`config.mk`:
```
export PLATFORM = sky130hd
export DESIGN_NAME = ret_stack_pred
export DESIGN_NICKNAME = d
export VERILOG_FILES = /design/src/rtl/ret_stack_pred_pkg.sv /design/src/rtl/ret_stack_ckpt_fifo.sv /design/src/rtl/ret_stack_pred.sv
export SDC_FILE = /design/constraint.sdc
export NUM_CORES = 1
export LEC_CHECK = 0
export CAP_MARGIN = 20
export CELL_PAD_IN_SITES_DETAIL_PLACEMENT = 1
export CELL_PAD_IN_SITES_GLOBAL_PLACEMENT = 1
export CORE_UTILIZATION = 32
export CTS_CLUSTER_DIAMETER = 150
export DETAILED_ROUTE_END_ITERATION = 6
export GPL_ROUTABILITY_DRIVEN = 1
export GPL_TIMING_DRIVEN = 0
export HOLD_SLACK_MARGIN = 0.08
export PLACE_DENSITY_LB_ADDON = 0.1
export SETUP_SLACK_MARGIN = 0.3
export SLEW_MARGIN = 20
export SYNTH_ARGS = -nofsm -noshare
export SYNTH_HDL_FRONTEND = slang
export SYNTH_SLANG_ARGS = --single-unit
```
`constraint.sdc`:
```
create_clock -name Clk -period 3.7 [get_ports Clk]
set_input_delay 0.74 -clock Clk [delete_from_list [all_inputs] [get_ports Clk]]
set_output_delay 0.74 -clock Clk [all_outputs]
set_load 0.01 [all_outputs]
```
`src/rtl/ret_stack_pred_pkg.sv`:
```
// Shared defaults, instruction size and checkpoint record layout for the return-stack predictor.
package ret_stack_pred_pkg;

    localparam int unsigned ADDRWIDE_DEF = 32;
    localparam int unsigned DEPTH_DEF    = 8;
    localparam int unsigned PTRWIDE_DEF  = 3;
    localparam int unsigned CKPTNUM_DEF  = 4;
    localparam int unsigned CKPTWIDE_DEF = 2;

    // Bytes per instruction; the fall-through / link address is PC + INSN_BYTES.
    localparam int unsigned INSN_BYTES = 4;

    // Stack state captured before a call/ret updates it.
    typedef struct packed {
        logic [PTRWIDE_DEF-1:0]  top;
        logic [PTRWIDE_DEF:0]    count;
        logic [ADDRWIDE_DEF-1:0] entry;
    } ckpt_t;

endpackage

```
`src/rtl/ret_stack_ckpt_fifo.sv`:
```
// Checkpoint ring for the return-stack predictor: allocate at tail, retire at head,
// truncate back to a named checkpoint on redirect and hand its record back.
module ret_stack_ckpt_fifo
    import ret_stack_pred_pkg::*;
#(
    parameter int unsigned CKPTNUM  = CKPTNUM_DEF,
    parameter int unsigned CKPTWIDE = CKPTWIDE_DEF
) (
    input  logic                Clk,
    input  logic                Rest,
    input  logic                Alloc,
    input  ckpt_t               AllocData,
    input  logic                Commit,
    input  logic                Redirect,
    input  logic [CKPTWIDE-1:0] RedirectCkptId,
    output logic [CKPTWIDE-1:0] AllocId,
    output ckpt_t               RestoreData,
    output logic                CkptFull
);

    logic [CKPTWIDE-1:0] head, head_n, tail, tail_n, span;
    logic [CKPTWIDE:0]   live, live_n;
    logic                commit_eff;
    ckpt_t               ring [CKPTNUM];

    assign commit_eff  = Commit && (live != '0);
    assign AllocId     = tail;
    assign RestoreData = ring[RedirectCkptId];
    assign CkptFull    = (live == (CKPTWIDE+1)'(CKPTNUM));

    // Next head/tail/live count from alloc, commit and redirect.
    always_comb begin
        head_n = head;
        tail_n = tail;
        live_n = live;
        span   = '0;
        if (Redirect) begin
            tail_n = RedirectCkptId;
            if (commit_eff && (RedirectCkptId == head)) begin
                // Restored checkpoint is also retired: ring empties; head stays equal to tail.
                live_n = '0;
            end else begin
                head_n = head + CKPTWIDE'(commit_eff);
                span   = RedirectCkptId - head_n;
                live_n = {1'b0, span};
            end
        end else begin
            if (Alloc)      tail_n = tail + CKPTWIDE'(1);
            if (commit_eff) head_n = head + CKPTWIDE'(1);
            live_n = live + {{CKPTWIDE{1'b0}}, Alloc} - {{CKPTWIDE{1'b0}}, commit_eff};
        end
    end

    // Ring pointer registers.
    always_ff @(posedge Clk) begin
        if (!Rest) begin
            head <= '0;
            tail <= '0;
            live <= '0;
        end else begin
            head <= head_n;
            tail <= tail_n;
            live <= live_n;
        end
    end

    // Checkpoint record storage; only live slots are ever read back.
    always_ff @(posedge Clk) begin
        if (Alloc) ring[tail] <= AllocData;
    end

endmodule

```
`src/rtl/ret_stack_pred.sv`:
```
// Speculative circular return-address stack with per-call/ret checkpoints and a
// registered prediction output. Optional perf counters under RET_STACK_PERF_EN.
module ret_stack_pred
    import ret_stack_pred_pkg::*;
#(
    parameter int unsigned ADDRWIDE = ADDRWIDE_DEF,
    parameter int unsigned DEPTH    = DEPTH_DEF,
    parameter int unsigned PTRWIDE  = PTRWIDE_DEF,
    parameter int unsigned CKPTNUM  = CKPTNUM_DEF,
    parameter int unsigned CKPTWIDE = CKPTWIDE_DEF
) (
    input  logic                Clk,
    input  logic                Rest,
    input  logic                FetchValid,
    input  logic [ADDRWIDE-1:0] FetchPc,
    input  logic                FetchIsCall,
    input  logic                FetchIsRet,
    output logic                FetchReady,
    output logic                PredValid,
    output logic [ADDRWIDE-1:0] PredTarget,
    output logic                PredHit,
    output logic [CKPTWIDE-1:0] PredCkptId,
    input  logic                PredReady,
    input  logic                Redirect,
    input  logic [CKPTWIDE-1:0] RedirectCkptId,
    input  logic                Commit,
    output logic                StackEmpty,
    output logic                CkptFull
`ifdef RET_STACK_PERF_EN
    ,
    output logic [31:0]         PerfRetHit,
    output logic [31:0]         PerfRetMiss,
    output logic [31:0]         PerfOverflow
`endif
);

    localparam logic [PTRWIDE:0] FULL_COUNT = (PTRWIDE+1)'(DEPTH);

    logic [ADDRWIDE-1:0] stack [DEPTH];
    logic [PTRWIDE-1:0]  top, top_n, wr_idx;
    logic [PTRWIDE:0]    count, count_n;
    logic [ADDRWIDE-1:0] link, top_entry, tgt, wr_data;
    logic                wr_en, hit, accept, alloc, ckpt_full;
    logic [CKPTWIDE-1:0] alloc_id;
    ckpt_t               save, restore;

    assign FetchReady = !ckpt_full && !Redirect && (!PredValid || PredReady);
    assign accept     = FetchValid && FetchReady;
    assign alloc      = accept && (FetchIsCall || FetchIsRet);
    assign link       = FetchPc + ADDRWIDE'(INSN_BYTES);
    assign top_entry  = stack[top];
    assign save       = '{top: top, count: count, entry: top_entry};
    assign StackEmpty = (count == '0);
    assign CkptFull   = ckpt_full;

    ret_stack_ckpt_fifo #(
        .CKPTNUM  (CKPTNUM),
        .CKPTWIDE (CKPTWIDE)
    ) u_ckpt (
        .Clk            (Clk),
        .Rest           (Rest),
        .Alloc          (alloc),
        .AllocData      (save),
        .Commit         (Commit),
        .Redirect       (Redirect),
        .RedirectCkptId (RedirectCkptId),
        .AllocId        (alloc_id),
        .RestoreData    (restore),
        .CkptFull       (ckpt_full)
    );

    // Stack pointer/count update, single stack write and prediction for the accepted packet.
    always_comb begin
        top_n   = top;
        count_n = count;
        wr_en   = 1'b0;
        wr_idx  = top;
        wr_data = link;
        tgt     = link;
        hit     = 1'b0;
        if (Redirect) begin
            top_n   = restore.top;
            count_n = restore.count;
            wr_en   = 1'b1;
            wr_idx  = restore.top;
            wr_data = restore.entry;
        end else if (accept) begin
            if (FetchIsCall && FetchIsRet) begin
                // Pop then push collapses to a replace of the top entry.
                tgt   = top_entry;
                hit   = (count != '0);
                wr_en = 1'b1;
                if (count == '0) count_n = (PTRWIDE+1)'(1);
            end else if (FetchIsCall) begin
                top_n  = top + PTRWIDE'(1);
                wr_en  = 1'b1;
                wr_idx = top_n;
                if (count != FULL_COUNT) count_n = count + (PTRWIDE+1)'(1);
            end else if (FetchIsRet && (count != '0)) begin
                tgt     = top_entry;
                hit     = 1'b1;
                top_n   = top - PTRWIDE'(1);
                count_n = count - (PTRWIDE+1)'(1);
            end
        end
    end

    // Stack storage, cleared on reset.
    always_ff @(posedge Clk) begin
        if (!Rest) begin
            for (int unsigned i = 0; i < DEPTH; i++) stack[i] <= '0;
        end else if (wr_en) begin
            stack[wr_idx] <= wr_data;
        end
    end

    // Top pointer and occupancy count.
    always_ff @(posedge Clk) begin
        if (!Rest) begin
            top   <= '0;
            count <= '0;
        end else begin
            top   <= top_n;
            count <= count_n;
        end
    end

    // Registered prediction: load on accept, hold while stalled, drop on consume or redirect.
    always_ff @(posedge Clk) begin
        if (!Rest) begin
            PredValid  <= 1'b0;
            PredTarget <= '0;
            PredHit    <= 1'b0;
            PredCkptId <= '0;
        end else if (Redirect) begin
            PredValid <= 1'b0;
        end else if (accept) begin
            PredValid  <= 1'b1;
            PredTarget <= tgt;
            PredHit    <= hit;
            PredCkptId <= alloc_id;
        end else if (PredReady) begin
            PredValid <= 1'b0;
        end
    end

`ifdef RET_STACK_PERF_EN
    // Wrapping perf counters; redirects do not roll them back.
    always_ff @(posedge Clk) begin
        if (!Rest) begin
            PerfRetHit   <= '0;
            PerfRetMiss  <= '0;
            PerfOverflow <= '0;
        end else if (accept) begin
            if (FetchIsRet && (count != '0)) PerfRetHit <= PerfRetHit + 32'd1;
            if (FetchIsRet && (count == '0)) PerfRetMiss <= PerfRetMiss + 32'd1;
            if (FetchIsCall && !FetchIsRet && (count == FULL_COUNT))
                PerfOverflow <= PerfOverflow + 32'd1;
        end
    end
`endif

endmodule
```
run_1/pinout.png
Scale: 2 px per um. Pins as bars across the die edge, other pins in gray.
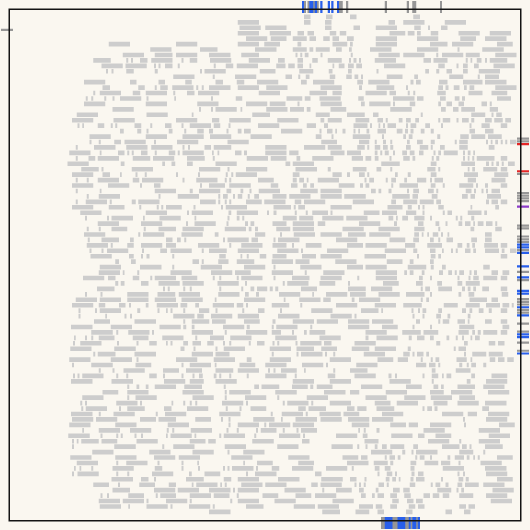
PredTarget: shown in blue, pins 32, direction output, edge 12 bottom, 12 right, 8 top. Commit: shown in purple, pins 1, direction input, edge right. PredCkptId: shown in red, pins 2, direction output, edge right.
All pins by edge: 39 right, 21 bottom, 20 top, 1 left.

run_1/port_trees.png
Scale: 1 px per um.
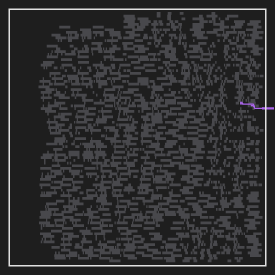
Commit: shown in purple, bits 1, direction input, edge right, end cells 1, buffers 1, wire 30.7 um.

run_1/gates.png
Scale: 2 px per um.
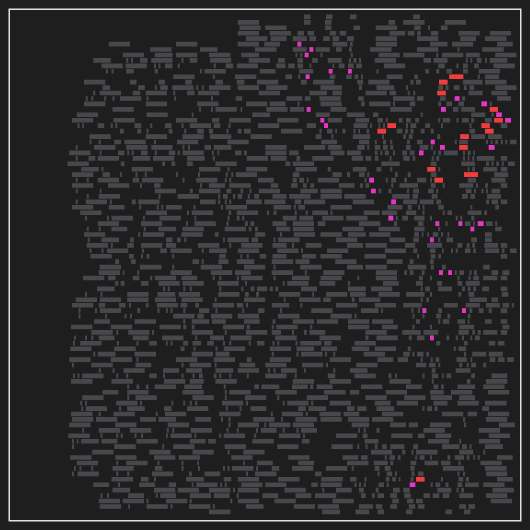
and/or cells: shown in magenta, cells 33, most used and2_1. fa/ha/maj cells: shown in red, cells 15, most used ha_1, where top right.
most common cell after layout, fill and taps aside: sky130_fd_sc_hd__edfxtp_1
count of non-filler cells in the finished layout: 2,479
logic gate fraction of the total cell area: 0.2868

run_1/placed.png
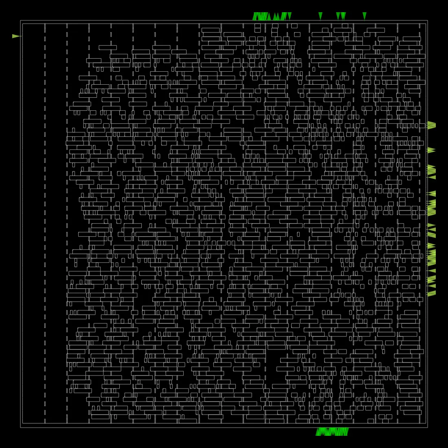
sequential fraction of total cell area: 0.5465
Filler Cells Inserted: 6,455
area of the core region: 0.06320 sq mm
number of sequential cells in the layout: 465

==> Flow_metrics.wiki, run 1 <==
== Metrics ==
{| class="wikitable"
! Metric !! Value
|-
| Clock network power consumption || 4.85 mW
|-
| Most common cell in the synthesized netlist || sky130_fd_sc_hd__edfxtp_1
|-
| Clock edge transition at the registers on the reported setup and hold paths || 0.06 ns
|-
| Wire length of the first global-routing pass || 97,390 um
|-
| Most frequent cells after synthesis || sky130_fd_sc_hd__edfxtp_1 (412), sky130_fd_sc_hd__nor2_1 (332), sky130_fd_sc_hd__mux4_2 (79), sky130_fd_sc_hd__clkbuf_1 (67)
|-
| Endpoint of the worst register-to-register path || PredTarget[30]
|-
| Final-report hold violation count || 0
|-
| Leak pwr || 8.354 nW
|-
| Arrival time of the worst setup path || 3.82 ns
|-
| Slew headroom || 0.2619
|-
| Cell-by-cell listing of the critical path || clkdlybuf4s50_1 > ha_1 > nand3_1 > clkbuf_2 > nor2_1 > xor2_1 > mux2i_2 > nor2_1
|-
| Routed wire length || 67,950 um
|-
| Most common flop cell mapped by yosys || sky130_fd_sc_hd__edfxtp_1
|-
| Final Cycle Share || 0.9119
|-
| Share of total power in the clock network || 0.379
|-
| Regs by FF count || stack x256, u_ckpt.ring x156, PredTarget x32
|-
| Maximum clock frequency || 296.4 MHz
|-
| Share of synthesized cell area in and, or, nand and nor gates || 0.1127
|-
| Dominant kind of combinational cell || multiplexers
|-
| Power per standard cell area || 521.5 mW/mm^2
|-
| Most frequent logic cells in the routed design || sky130_fd_sc_hd__edfxtp_1 (412), sky130_fd_sc_hd__nor2_1 (332), sky130_fd_sc_hd__mux4_2 (79)
|-
| Multi-Input Combinational || 865
|-
| Maximum number of pins on one net before global-route repair || 34
|-
| Post-synth regs || about 470
|-
| Flop area || 0.01343 sq mm
|-
| Boundary Pins || approximately 81
|-
| Share of synthesized cell area in and-or and or-and compound cells || 0.05496
|-
| Cell depth of the worst setup path || 8
|-
| Multiplexer fraction of the synthesized cell area || 0.1314
|-
| Total DRC errors in the routed layout || 0
|-
| Total standard cell area after synthesis || roughly 0.020 sq mm
|-
| Setup repair after global routing missed its margin || yes
|-
| Sequential power || 6.18 mW
|-
| Via count || around 13,000
|-
| # placed instances || roughly 2,400
|-
| Setup crit end || stack[4][10]
|-
| Peak per-stage delay on the critical path || 0.65 ns
|-
| Number of clock-tree buffers in the layout || 67
|-
| Post-synthesis sequential area ratio || 0.6556
|-
| Leading power group || sequential cells
|-
| Critical path capture point type || register
|-
| End point of the most critical hold path || PredCkptId[0]
|-
| Total clock buffers created by CTS || between 50 and 60
|-
| Register share of total power || 0.482
|-
| Late-Pin Clk Latency || 0.61 ns
|-
| Chip area in the Yosys report || 0.02049 sq mm
|-
| Number of buffers and inverters on the critical path || 2
|-
| Buffer share of cell area || 0.05686
|-
| Largest register FFs || about 260
|-
| Clock tree sinks || 465
|-
| Clock tree from TritonCTS || done
|-
| Outcome || complete, no violations
|-
| Top cell type by total area after synthesis || sky130_fd_sc_hd__edfxtp_1
|-
| Gates resized, CTS repair || 57
|-
| Overall power || about 13 mW
|-
| Count of buffers added by post-CTS timing repair for setup || 8
|-
| Estimated wirelength of the detail-placed design || 46,360 um
|-
| Critical hold path startpoint || PredCkptId[0]
|}
## run 1: per-stage QoR
stage          TNS, ns    util
2_1_floorplan        0       -
3_3_place_gp   -898.79  0.3532
3_5_place_dp   -527.92  0.3563
4_1_cts              0  0.3865
5_1_grt              0  0.3889
6_report             0  0.3889
## run 1: per-layer routing
metal  vias up  part of all wire  GRT usage
met1      6902              0.45     0.2912
met5         -                 0          0
li1       5782                 -          -
met4         0             0.026    0.05731
met2       318              0.47     0.3497
met3        82             0.047    0.03173
==> run 1 -> run 2 <==
- ABC_AREA: not set -> 1
- GPL_TIMING_DRIVEN: 0 -> 1
==> Flow_metrics.wiki, run 2 <==
== Metrics ==
{| class="wikitable"
! Metric !! Value
|-
| Share of final-layout standard cells stronger than drive strength 1 || 0.08551
|-
| Register share of total power || 0.471 (-0.011)
|-
| Number of clock-tree buffers in the layout || 70 (+4.5%)
|-
| Routed wire length || 72,000 um (+6.0%)
|-
| Clock tree from TritonCTS || done
|-
| Setup crit end || FetchReady
|-
| Final-report hold violation count || 0 (unchanged)
|-
| Routing layer with the top usage in global route || met2
|-
| Number of sequential cells in the layout || 465 (unchanged)
|-
| Chip area in the Yosys report || 0.02132 sq mm (+4.1%)
|-
| Maximum clock frequency || 344.6 MHz (+16%)
|-
| Logic gate fraction of the total cell area || 0.2767 (-0.01005)
|-
| Most frequent logic cells in the routed design || sky130_fd_sc_hd__nor2_1 (559), sky130_fd_sc_hd__edfxtp_1 (412), sky130_fd_sc_hd__nand2_1 (301)
|-
| End point of the most critical hold path || PredValid
|-
| Met1 usage || 0.3023 (+0.01106)
|-
| Total number of H-tree levels || 2
|-
| Wl on met1 || 34,520 um (+12%)
|-
| Estimated wirelength of the detail-placed design || 46,810 um (+0.96%)
|-
| Cell depth of the worst setup path || 5 (-3)
|-
| Slew headroom || 0.2764 (+0.01449)
|-
| Most common flop cell mapped by yosys || sky130_fd_sc_hd__edfxtp_1
|-
| Largest register FFs || 256 (unchanged)
|-
| Pins Over Slew Limit || 0
|-
| Late-Pin Clk Latency || 0.60 ns (about the same)
|-
| Gates resized, CTS repair || 0 (-100%)
|-
| Hold-fix buffers, CTS || 0
|-
| Sequential power || 6.27 mW (+1%)
|-
| Cell-by-cell listing of the critical path || clkdlybuf4s50_1 > a21oi_4 > nand2_2 > inv_1 > clkdlybuf4s50_1
|-
| Power per standard cell area || 533.8 mW/mm^2 (+2.4%)
|-
| Critical hold path startpoint || PredValid
|-
| Outcome || complete, no violations
|-
| Via count || 16,010 (+22%)
|-
| DR top layer || met4
|-
| Share of synthesized cell area in and-or and or-and compound cells || 0.1020 (+0.04704)
|-
| Number of buffers and inverters on the critical path || 3 (+1)
|-
| Area of the core region || 0.06586 sq mm (+4.2%)
|-
| Clock tree sinks || 465 (unchanged)
|-
| Synthesized area per cell || 9.839 sq um
|-
| Regs by FF count || stack x256, u_ckpt.ring x156, PredTarget x32
|-
| Total DRC errors in the routed layout || 0 (unchanged)
|-
| Post-synthesis sequential area ratio || 0.6300 (-0.02555)
|-
| Warning count from the yosys run || 0
|-
| Filler Cells Inserted || 7,344 (+14%)
|-
| Maximum vdd ir drop || ~0.00034 V
|-
| Total clock buffers created by CTS || 53 (+3.9%)
|-
| Share of total power in the clock network || 0.367 (-0.012)
|-
| Multiplexer fraction of the synthesized cell area || 0.0004695 (-0.1309)
|-
| Final Cycle Share || 0.7843 (-0.1276)
|-
| Slack of the worst reg-to-reg path || about 1.1 ns
|-
| Share of synthesized cell area in and, or, nand and nor gates || 0.2039 (+0.09121)
|-
| Post-synth regs || 465 (unchanged)
|-
| Gp weighted congestion || around 0.84
|-
| Total die area || 0.06766 sq mm
|-
| Most common cell after layout, fill and taps aside || sky130_fd_sc_hd__nor2_1
|-
| Total standard cell area after synthesis || 0.02132 sq mm (+4.1%)
|-
| Crit Path Category || in2out
|-
| Routed Antenna Nets || 0
|-
| Switching fraction of total power || 0.2841
|-
| Maximum number of pins on one net before global-route repair || 107 (+210%)
|-
| Top cell type by total area after synthesis || sky130_fd_sc_hd__edfxtp_1
|-
| Met3 wire length || 3216 um (+0.41%)
|-
| Most common cell in the synthesized netlist || sky130_fd_sc_hd__nor2_1
|-
| Critical path capture point type || primary output
|-
| Flop area || 0.01344 sq mm (about the same)
|-
| Leading power group || sequential cells
|-
| Final standard cell utilization of the core || 0.3787 (-0.01022)
|-
| Boundary Pins || 81 (unchanged)
|-
| Endpoint of the worst register-to-register path || stack[5][4]
|-
| Peak per-stage delay on the critical path || 0.53 ns (-0.12 ns)
|-
| Leak pwr || 9.567 nW (+15%)
|-
| Met2 Use GR || 0.3414 (-0.008304)
|-
| Count of buffers added by post-CTS timing repair for setup || 0 (-8)
|-
| Met2 Routed Length || 32,820 um (+2.2%)
|-
| Buffer share of cell area || 0.06085 (+0.003986)
|-
| Setup tns final || 0 ns (unchanged)
|-
| Dominant kind of combinational cell || simple AND/OR/NAND/NOR gates
|-
| Arrival time of the worst setup path || 2.16 ns (-1.66 ns)
|-
| # placed instances || 3,061 (+29%)
|-
| Most frequent cells after synthesis || sky130_fd_sc_hd__nor2_1 (564), sky130_fd_sc_hd__edfxtp_1 (412), sky130_fd_sc_hd__nand2_1 (309), sky130_fd_sc_hd__o21ai_0 (225), sky130_fd_sc_hd__nand3_1 (110)
|-
| Clock edge transition at the registers on the reported setup and hold paths || 0.05 ns (about the same)
|-
| Wire length of the first global-routing pass || 106,800 um (+9.7%)
|-
| Met3 routing resource usage after global routing || 0.03197 (+0.0002389)
|-
| Clock network power consumption || 4.89 mW (+0.8%)
|-
| Multi-Input Combinational || 1,468 (+70%)
|-
| Setup repair after global routing missed its margin || no
|}
run 2: cells by family after synthesis:
| kind of cell | count (synthesis) |
|---|---|
| compound gates | 390 |
| xor+xnor | 13 |
| fa+ha+maj | 15 |
| buf+inv | 234 |
| flops | 465 |
| mux | 1 |
| simple gates | 1049 |
run 2: stage by stage:
| stage | instance area [sq um] | setup WS (ns) | power (mW) |
|---|---|---|---|
| after floorplan | 21320 | 0.1669 | 7.569 |
| after global placement | 23360 | 0.2003 | 8.507 |
| after detailed placement | 23360 | 0.1780 | 8.549 |
| after CTS | 24940 | 0.7817 | 13.47 |
| after global routing | 24940 | 0.6094 | 13.89 |
| final | 24940 | 0.7981 | 13.32 |
run_2/placed.png
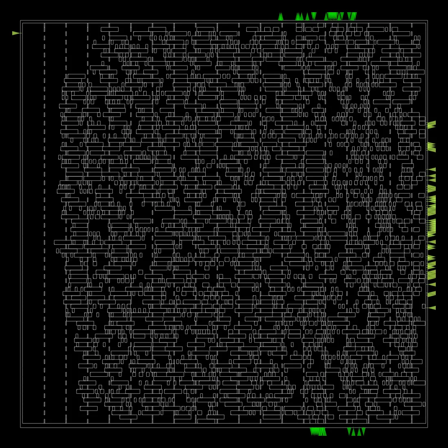
sequential fraction of total cell area: 0.5388
# rows: 94
count of non-filler cells in the finished layout: 3,156

No activity file was given, so power comes from the tool's default toggle rates.
